==> config.mk <==
export PLATFORM = sky130hd
export DESIGN_NAME = pipe_mem_arbiter
export DESIGN_NICKNAME = d
export VERILOG_FILES = /design/src/rtl/lc3b_types.sv /design/src/rtl/arb_req_latch.sv /design/src/rtl/pipe_mem_arbiter.sv
export SDC_FILE = /design/constraint.sdc
export NUM_CORES = 1
export LEC_CHECK = 0
export ABC_AREA = 1
export ABC_CLOCK_PERIOD_IN_PS = 1830
export CORE_AREA = 2 2 82 84
export CTS_BUF_LIST = sky130_fd_sc_hd__clkbuf_8
export DETAILED_ROUTE_END_ITERATION = 6
export DIE_AREA = 0 0 84 86
export PLACE_DENSITY = 0.81
export SLEW_MARGIN = 20
export SYNTH_ARGS = -nofsm -noshare
export SYNTH_HDL_FRONTEND = slang
export SYNTH_SLANG_ARGS = --single-unit
==> constraint.sdc <==
create_clock -name clk -period 1.83 [get_ports clk]
set_input_delay 0.183 -clock clk [delete_from_list [all_inputs] [get_ports clk]]
set_output_delay 0.183 -clock clk [all_outputs]
set_load 0.02 [all_outputs]
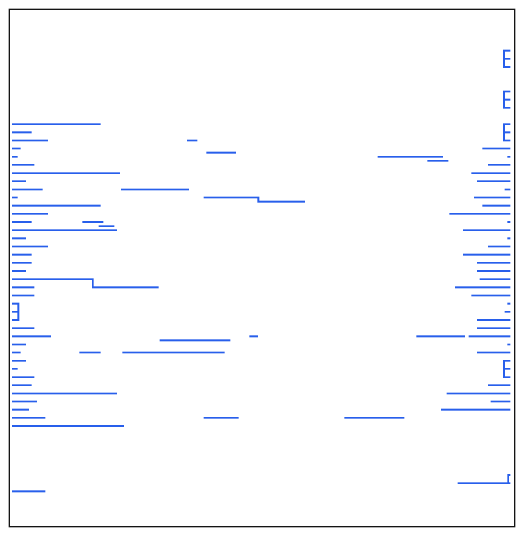
**Above:** M3 wires.
Drawn at 6 px/um.
The longest straight run is 18.4 um. The layer holds 7.9% of the routed length. The layer carries 506 um of wire. The wires run mostly horizontal.
GR Util met3: 5.39%
final WL: 6410 um
routed vias: 2293

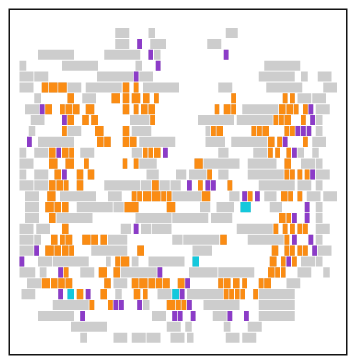
**Above:** logic cells by family.
Drawn at 4 px/um.
Orange stands for nand cells, cells 172. Purple stands for inv cells, cells 50, where spread over the die. Cyan stands for aoi and oai cells, cells 4, where bottom middle.
top logic cell by instance count in the layout: nand2_1
fin cells: 466
Comb/total area: 27.4%

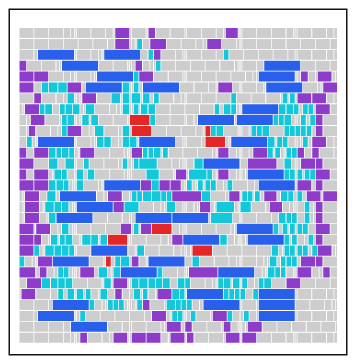
**Above:** cells colored by class.
Drawn at 4 px/um. Fill, decap, tap and diode cells in gray.
Purple stands for remaining buffers and delay cells, cells 110. Cyan stands for remaining logic cells, cells 231. Red stands for clock drivers and dummy loads, cells 8. Blue stands for registers, cells 40.
FP Rows: 29
design area: 0.00321 mm^2
core area: 0.00628 mm^2
Seq area share: 31.2%
utilization after layout: 51.1%

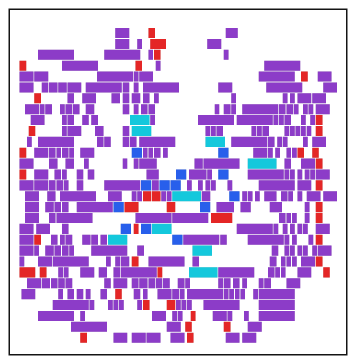
**Above:** sizing map.
Drawn at 4 px/um.
Red stands for x2, cells 40. Purple stands for x1 and smaller, cells 327. Blue stands for x3 and x4, cells 13. Cyan stands for x6 and larger, cells 9.
fin worst setup slack: 0.0699 ns
Non-CTS buffers: 110
area growth from synthesis to layout: 33.1%

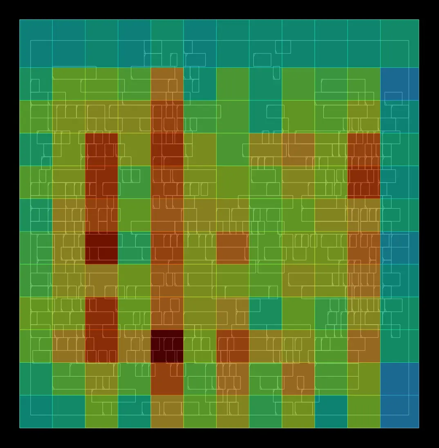
**Above:** congestion heat map.
GRT Util Overall: 18.0%
grt met2 use: 30.9%
post-DR wirelength/cell: 13.8 um
global-route met1 utilization: 22.2%
busiest layer in global routing: met2

==> flow_metrics.py <==
# Metrics from the implementation run
metrics = {
    "route": {
        "dr_wl_met2_um": 3120,
        "postRouteAntennaNets": 0,
        "drt_iter0_markers": 105,
        "top_layer": "met4",
        "firstDrtPassIters": 4,
        "met1_length_um": 2750,
        "routed-wl-met3_um": 505,
        "post-route-drc-count": 0,
        "viasPerCell": 4.92,
    },
    "final_layout": {
        "nNetsFinal": 464,
        "clock_area_share_pct": 2.81,
        "fill_cells": 607,
        "nClkBuffers": 6,
        "num-multi-input-gates": 181,
        "layout_top_cells": "79 x nand2_1, 70 x nand3_1, 54 x clkdlybuf4s50_1",
        "buf_share_pct": 29.7,
        "logic_area_um2": 878,
        "biggestCellCategory": "flip-flops and latches",
        "seq_area_mm2": 0.00100,
        "drive_gt1_share_pct": 15.9,
        "diodes": 0,
        "seq_cells": 40,
        "nonClockInverterCount": 50,
    },
    "timing": {
        "slew_violations": 0,
        "setup-violations-final": 0,
        "fmax_mhz": 568,
        "slew_headroom_pct": 62.2,
        "worst_pin_slew_ns": 0.567,
        "fin_skew_ns": 0.00845,
        "tns_ns": 0,
        "hold_viol_final": 0,
        "whs_ns": 0.366,
        "finalClockPeriodUsage_pct": 96.2,
        "fin_crit_ns": 1.76,
        "rsz0062_at_grt": "yes",
    },
    "yosys": {
        "ys_cells": 323,
        "yosys_most_used_dff": "dfrtp_1",
        "top_area_cell": "dfrtp_1",
        "synth-edff-count": 0,
        "topCellsByArea": "dfrtp_1 42%, nand3_1 15%, nand2_1 12%",
        "xor_share_pct": 0.364,
        "ys_warn_count": 0,
        "top_cell_area_share_pct": 41.6,
        "fp_nets": 399,
        "top_cell": "nand2_1",
        "ys_sh_simple_pct": 33.0,
        "yosysUniqueCellTypes": 17,
        "ys_ff": 40,
        "synth-async-reset-ratio_pct": 100,
        "postSynthCellCount": 323,
        "ys_sh_adder_pct": 2.08,
        "syn_area_mm2": 0.00241,
        "netlist_logic_family_top": "simple AND/OR/NAND/NOR gates",
        "aoi_share_pct": 0.935,
        "synthTopCellsByCount": "79 x nand2_1, 70 x nand3_1, 47 x inv_1",
        "yosys.stat.chipArea_mm2": 0.00241,
        "ys_sh_mux_pct": 0,
        "postSynthSeqShare_pct": 41.6,
        "avgSynthCellArea_um2": 7.46,
    },
    "power": {
        "ir_drop_v": 0.000707,
        "p_seq_share_pct": 29.5,
        "power_switching_w": 0.00240,
        "leakage_nw": 1.85,
        "top_power_group": "combinational logic",
        "swShare_pct": 46.5,
        "total_power_w": 0.00516,
        "powerDensity_mw_per_mm2": 1610,
        "p_int_w": 0.00276,
        "combPwrFrac_pct": 59.1,
        "comb_cell_power_w": 0.00305,
        "power_clock_w": 0.000589,
        "power_sequential_w": 0.00152,
        "pwr-share-clk_pct": 11.4,
    },
    "clocking": {
        "cts_tree": "yes",
        "cts_inserted_buffers": 5,
        "clk_path_buf_depth": 2,
        "cts_hold_buf": 1,
        "cts_root_buf": "clkbuf_8",
        "clock.latency.late_pin_ns": 0.29,
        "clock_sinks": 40,
        "cts_setup_buffers": 0,
        "clk_pin_slew_worst_paths_ns": 0.07,
        "htree_levels": 2,
        "post_cts_resized": 61,
    },
    "die": {
        "ios": 142,
        "die_h_um": 86,
        "tap_cells": 77,
        "die_w_um": 84,
        "fp_util_pct": 38.4,
        "chip_area_mm2": 0.00722,
    },
    "outcome": {
        "status": "finished clean",
    },
    "global_route": {
        "overflow": 0,
        "grt_pass1_wl_um": 10600,
        "grt_max_degree": 30,
        "antenna_found_initial": 0,
        "grt_pass1_vias": 2261,
    },
    "place": {
        "hpwl_um": 4660,
        "place_area_mm2": 0.00323,
        "io_buffers": 93,
        "place_ws_ns": -0.00786,
        "gp_congestion": 0.763,
        "placedCellCount": 455,
    },
    "worst_hold_path": {
        "hold_path_class": "input port to output port",
        "holdPathStages": 0,
    },
    "setup_path": {
        "cpPeakStageDelay_ns": 0.37,
        "endpoint_kind": "output port",
        "ff2ff_path_depth": 8,
        "crit_buf_inv": 4,
        "start_kind": "flip-flop",
        "arrival_ns": 1.58,
        "cp_slowest_cell": "dfrtp_1",
        "critPathRequiredTime_ns": 1.65,
        "path_cells": "inv_1 > ha_1 > buf_12 > nand2_1 > inv_1 > clkdlybuf4s15_2",
        "critPathKind": "flip-flop to output port",
        "worstPathMaxFanout": 18,
        "ff2ff_setup_slack_ns": 0.27,
        "critical_path_depth": 6,
        "crit_path_frequent_cell": "inv_1",
        "critPathTopFamily": "buffers and inverters",
    },
    "flow_run": {
        "cap_violations": 0,
        "warnings": 29,
    },
}
No activity file was given, so power comes from the tool's default toggle rates.
